--- config.mk ---
export PLATFORM = sky130hd
export DESIGN_NAME = mem_read_sequencer
export DESIGN_NICKNAME = d
export VERILOG_FILES = /design/src/rtl/mrs_pkg.sv /design/src/rtl/mem_read_sequencer.sv
export SDC_FILE = /design/constraint.sdc
export NUM_CORES = 1
export LEC_CHECK = 0
export ABC_AREA = 1
export CAP_MARGIN = 25
export CELL_PAD_IN_SITES_DETAIL_PLACEMENT = 0
export CELL_PAD_IN_SITES_GLOBAL_PLACEMENT = 2
export CORE_MARGIN = 5
export CORE_UTILIZATION = 21
export DETAILED_ROUTE_END_ITERATION = 8
export GPL_TIMING_DRIVEN = 0
export PLACE_DENSITY_LB_ADDON = 0.1
export SETUP_SLACK_MARGIN = 0.5
export SLEW_MARGIN = 20
export SYNTH_ARGS = -nofsm -noshare
export SYNTH_HDL_FRONTEND = slang
export SYNTH_SLANG_ARGS = --single-unit
--- constraint.sdc ---
create_clock -name Clock -period 2.52 [get_ports Clock]
set_input_delay 0.63 -clock Clock [delete_from_list [all_inputs] [get_ports Clock]]
set_output_delay 0.63 -clock Clock [all_outputs]
set_load 0.05 [all_outputs]
--- src/rtl/mrs_pkg.sv ---
// mrs_pkg: shared states and datapath control codes for mem_read_sequencer
package mrs_pkg;
  typedef enum logic [2:0] {IDLE, FETCH_LO, FETCH_HI, LOAD, DONE} state_e;
  localparam logic [1:0] OUTD_PC     = 2'b00;
  localparam logic [1:0] OUTD_AR     = 2'b10;
  localparam logic [1:0] FUN_INC     = 2'b01;
  localparam logic [2:0] REGSEL_PC   = 3'b100;
  localparam logic [2:0] REGSEL_AR   = 3'b010;
  localparam logic [1:0] DR_LOAD_LSB = 2'b01;
  localparam logic [1:0] DR_SHL_LOAD = 2'b10;
  localparam logic       KIND_FETCH  = 1'b0;
  localparam logic       KIND_LOAD   = 1'b1;
endpackage

--- src/rtl/mem_read_sequencer.sv ---
// mem_read_sequencer: byte-serial IR fetch / DR load engine driving the ALU datapath memory controls
module mem_read_sequencer
  import mrs_pkg::*;
#(
  parameter int MAX_BYTES = 4,
  localparam int LW = (MAX_BYTES > 1) ? $clog2(MAX_BYTES) : 1
) (
  input  logic          Clock,
  input  logic          Reset,
  input  logic          req_valid,
  output logic          req_ready,
  input  logic          req_kind,
  input  logic [LW-1:0] req_len,
  output logic          done,
  output logic          Mem_CS,
  output logic          Mem_WR,
  output logic [1:0]    ARF_OutDSel,
  output logic [1:0]    ARF_FunSel,
  output logic [2:0]    ARF_RegSel,
  output logic          IR_Write,
  output logic          IR_LH,
  output logic          DR_E,
  output logic [1:0]    DR_FunSel
);
  state_e state_q, state_d;
  logic [LW-1:0] cnt_q, cnt_d, len_q, len_d;
  logic fetch, load;
  always_ff @(posedge Clock) begin
    if (Reset) begin
      state_q <= IDLE;
      cnt_q   <= '0;
      len_q   <= '0;
    end else begin
      state_q <= state_d;
      cnt_q   <= cnt_d;
      len_q   <= len_d;
    end
  end
  always_comb begin
    state_d = state_q;
    cnt_d   = cnt_q;
    len_d   = len_q;
    case (state_q)
      IDLE: if (req_valid) begin
        state_d = (req_kind == KIND_LOAD) ? LOAD : FETCH_LO;
        cnt_d   = req_len;
        len_d   = req_len;
      end
      FETCH_LO: state_d = FETCH_HI;
      FETCH_HI: state_d = DONE;
      LOAD: begin
        state_d = (cnt_q == '0) ? DONE : LOAD;
        cnt_d   = (cnt_q == '0) ? cnt_q : cnt_q - 1'b1;
      end
      DONE: state_d = IDLE;
      default: state_d = IDLE;
    endcase
  end
  // Controls depend only on registered state, never on req_*.
  assign fetch       = (state_q == FETCH_LO) || (state_q == FETCH_HI);
  assign load        = (state_q == LOAD);
  assign req_ready   = (state_q == IDLE);
  assign done        = (state_q == DONE);
  assign Mem_CS      = !(fetch || load);
  assign Mem_WR      = 1'b0;
  assign ARF_OutDSel = load ? OUTD_AR : OUTD_PC;
  assign ARF_FunSel  = (fetch || load) ? FUN_INC : 2'b00;
  assign ARF_RegSel  = fetch ? REGSEL_PC : load ? REGSEL_AR : 3'b000;
  assign IR_Write    = fetch;
  assign IR_LH       = (state_q == FETCH_HI);
  assign DR_E        = load;
  // First byte (cnt still equal to latched len) clears DR; later bytes shift it up.
  assign DR_FunSel   = !load ? 2'b00 : (cnt_q == len_q) ? DR_LOAD_LSB : DR_SHL_LOAD;
endmodule

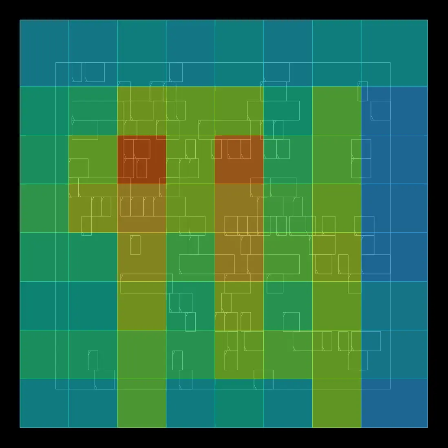
Figure 1: run 1, congestion heat map.
GR met1 Demand/Resource: 9.14%
grt peak-use layer: met2

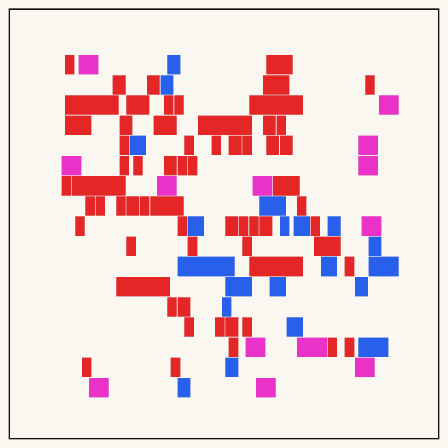
Figure 2: run 1, cell sizes after repair.
_3 and _4 cells: in magenta, cells 13, share 13%. _0 and _1 cells: in red, cells 64, share 66%. _2 cells: in blue, cells 20, share 21%.

==> flow_summary_export.csv, run 1 <==
group,metric,value,unit
outcome,outcome,"completed",
power,netSwitchingFraction,43.6,%
power,comb_power_share,43.7,%
route,wl_met1,579,um
cells_and_area,logic_area,262,um2
synth,synthArstFlopShare,0,%
floorplanning,ioPinCount,22,
hold_path,hp-class,"register to register",
route,dr_wl_met3,92,um
worst_setup_path,cp_cell_sequence,"inv_1, nor2_1, nand2_1, nand2_1, buf_4, clkbuf_4",
floorplanning,num_rows,17,
floorplanning,fp_util,21.8,%
cells_and_area,top_regs,"state_q (3), cnt_q (2), len_q (2)",
synth,fa_ha_area_share,2.62,%
power,p_leak,0.357,nW
synth,postSynthSeqShare,29.3,%
cells_and_area,lay_top_cells,"nand2_1 (13), inv_1 (10), nor2_1 (9)",
global_routing,grt_pass1_wl,1.98,mm
worst_setup_path,cp-start-kind,"register",
synth,synth_warnings,0,
cts,cts_buffers,3,
power,power.share.clock,24.9,%
worst_setup_path,worstRegToRegCells,7,
timing,hold_viol,0,
cells_and_area,antenna_cells,0,
cells_and_area,n_all_inverters,12,
route,routed-via-count,481,
synth,top_logic_kind,"simple AND/OR/NAND/NOR gates",
synth,yosys-top-cells-count,"nand2_1 (13), inv_1 (10), nor2_1 (10), dfxtp_1 (7)",
worst_setup_path,critPathBufInv,3,
route,drc_errors,0,
place,gp_congestion,0.692,
worst_setup_path,critical_path.startpoint,"state_q[1]",
route,routedWlPerCell,9.96,um
floorplanning,fp.dieW,57.7,um
cts,cts.path.max_buffers,2,
cells_and_area,dominant_cells,"logic gates",
timing,hold_ws,0.487,ns
place,io_buffers,17,
timing,finalSetupTns,0,ns
global_routing,use_met3,3.79,%
synth,synthXorXnorAreaFrac,3.66,%
worst_setup_path,crit_family,"flip-flops",
worst_setup_path,path_depth,6,
synth,ys_cells,73,
worst_setup_path,critPathCapture,"ARF_RegSel[2]",
synth,syn_inst,73,
cells_and_area,post-route-util,31.2,%
timing,skew,0.00143,ns
cells_and_area,comb_cells,51,
place,dp_hpwl,1.03,mm
worst_setup_path,cpMostUsedCell,"nand2_1",
timing,fmax,512,MHz
synth,ys_sh_mux,0,%
worst_setup_path,crit_type,"register to output port",
floorplanning,die_h,57.7,um
route,postRouteAntennaNets,0,
power,p_seq_share,31.4,%
cells_and_area,largest_reg_flops,3,
timing,period_needed,1.95,ns
worst_setup_path,r2r-end,"cnt_q[1]",
cts,cts_tree,"done",
worst_setup_path,end_kind,"output port",
route,drtIter0Drc,11,
global_routing,grt_pass1_vias,461,
global_routing,grtUsageMet2,12.4,%
cts,clk_latency,0.25,ns
cts,cts-root-buf,"clkbuf_4",
synth,largest_area_cell,"dfxtp_1",
cells_and_area,clkbuf_count,4,
global_routing,overflow,0,
cells_and_area,fin_cells,125,
cells_and_area,drive_gt1_share,34.0,%
worst_setup_path,rr_startpoint,"state_q[0]",
synth,flop_cell,"dfxtp_1",
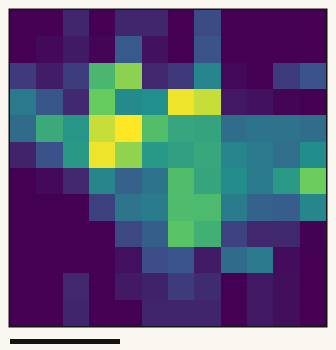
Figure 3: run 1, wiring heat map.
The bar under the picture is 20 um long. The die is cut into 12 by 12 equal tiles; dark purple is low, yellow is high, scaled to the fullest tile. Values are wire area over tile area, all layers added.
18% of the tiles are over half the peak. 30% of the tiles are nearly empty. The densest ninth of the die: centre.

## Run 2: what changed since run 1
CORE_UTILIZATION = 17   (was 21)
clock period = 1.76 ns   (was 2.52 ns; I/O delays follow)
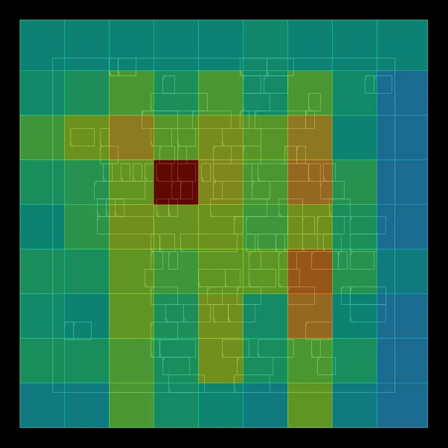
Figure 4: run 2, congestion heat map.
M3 GR Usage: 4.50%
Avg WL per Cell: 10.3 um
met2 usage: 12.2%
fin util: 36.2%

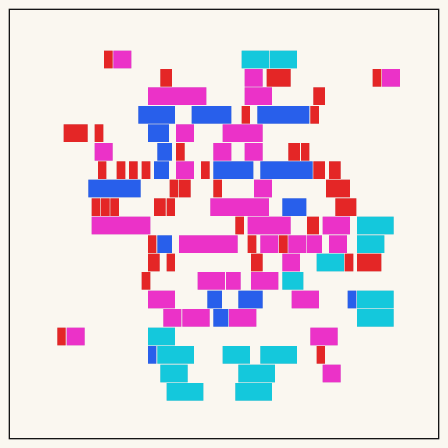
Figure 5: run 2, cell sizes after repair.
_3 and _4 cells: in magenta, cells 33, share 31%. _0 and _1 cells: in red, cells 42, share 39%. _2 cells: in blue, cells 16, share 15%. _6 and larger: in cyan, cells 16, share 15%.

==> run 2 against run 1 <==
Die area up 19%; final cell count up 10%; sequential power up 49%; sequential share of layout area down 4.6 points; wire length up 14%; non-clock buffer count up 10; worst setup slack worse by 0.42 ns.
==> flow_summary_export.csv, run 2 <==
group,metric,value,unit
outcome,outcome,"completed",
synth,synth_warnings,0,
worst_setup_path,worstRegToRegCells,6,
floorplanning,num_rows,19,
timing,skew,0.00187,ns
timing,fmax,622,MHz
cells_and_area,clkbuf_count,4,
cells_and_area,largest_reg_flops,3,
cells_and_area,dominant_cells,"logic gates",
route,wl_met1,596,um
floorplanning,fp_util,17.5,%
power,p_seq_share,26.3,%
route,dr_wl_met3,102,um
worst_setup_path,r2r-end,"cnt_q[1]",
cells_and_area,clock_area_share,2.66,%
cts,cts_tree,"done",
global_routing,top_usage_layer,"met2",
cts,clk_latency,0.25,ns
synth,flop_cell,"dfxtp_1",
cts,path_clk_slew,0.05,ns
floorplanning,ioPinCount,22,
route,drc_errors,0,
timing,hold_ws,0.491,ns
global_routing,use_met1,9.04,%
worst_setup_path,end_kind,"output port",
synth,fa_ha_area_share,2.62,%
synth,ys_sh_mux,0,%
global_routing,grt_pass1_vias,569,
timing,hold_viol,0,
worst_setup_path,crit_family,"flip-flops",
cells_and_area,top_regs,"state_q (3), cnt_q (2), len_q (2)",
cells_and_area,comb_cells,51,
route,postRouteAntennaNets,0,
cts,cts-resized-gates,98,
worst_setup_path,cp-start-kind,"register",
power,power.share.clock,19.3,%
synth,synthArstFlopShare,0,%
cts,cts.path.max_buffers,2,
synth,ys_cells,73,
cells_and_area,fin_cells,138,
worst_setup_path,crit_type,"register to output port",
cells_and_area,antenna_cells,0,
power,netSwitchingFraction,41.8,%
global_routing,overflow,0,
worst_setup_path,rr_startpoint,"cnt_q[0]",
hold_path,hp-class,"register to register",
worst_setup_path,critical_path.startpoint,"len_q[1]",
synth,largest_area_cell,"dfxtp_1",
cells_and_area,logic_area,364,um2
worst_setup_path,path_depth,4,
worst_setup_path,critPathBufInv,2,
place,io_buffers,17,
timing,finalSetupTns,0,ns
place,gp_congestion,0.667,
synth,yosys-top-cells-count,"nand2_1 (13), inv_1 (10), nor2_1 (10), dfxtp_1 (7)",
route,drt_wl_total,1.42,mm
floorplanning,fp.dieW,63.0,um
floorplanning,core,2730,um2
synth,postSynthSeqShare,29.3,%
worst_setup_path,critPathCapture,"DR_FunSel[1]",
cts,cts-root-buf,"clkbuf_4",
cells_and_area,drive_gt1_share,60.7,%
route,routed-via-count,540,
cts,cts_buffers,3,
worst_setup_path,cp_cell_sequence,"xnor2_2, buf_4, a21oi_4, buf_6",
global_routing,grt_pass1_wl,2.44,mm
floorplanning,die_h,63.0,um
Power and IR drop assume default switching activity.
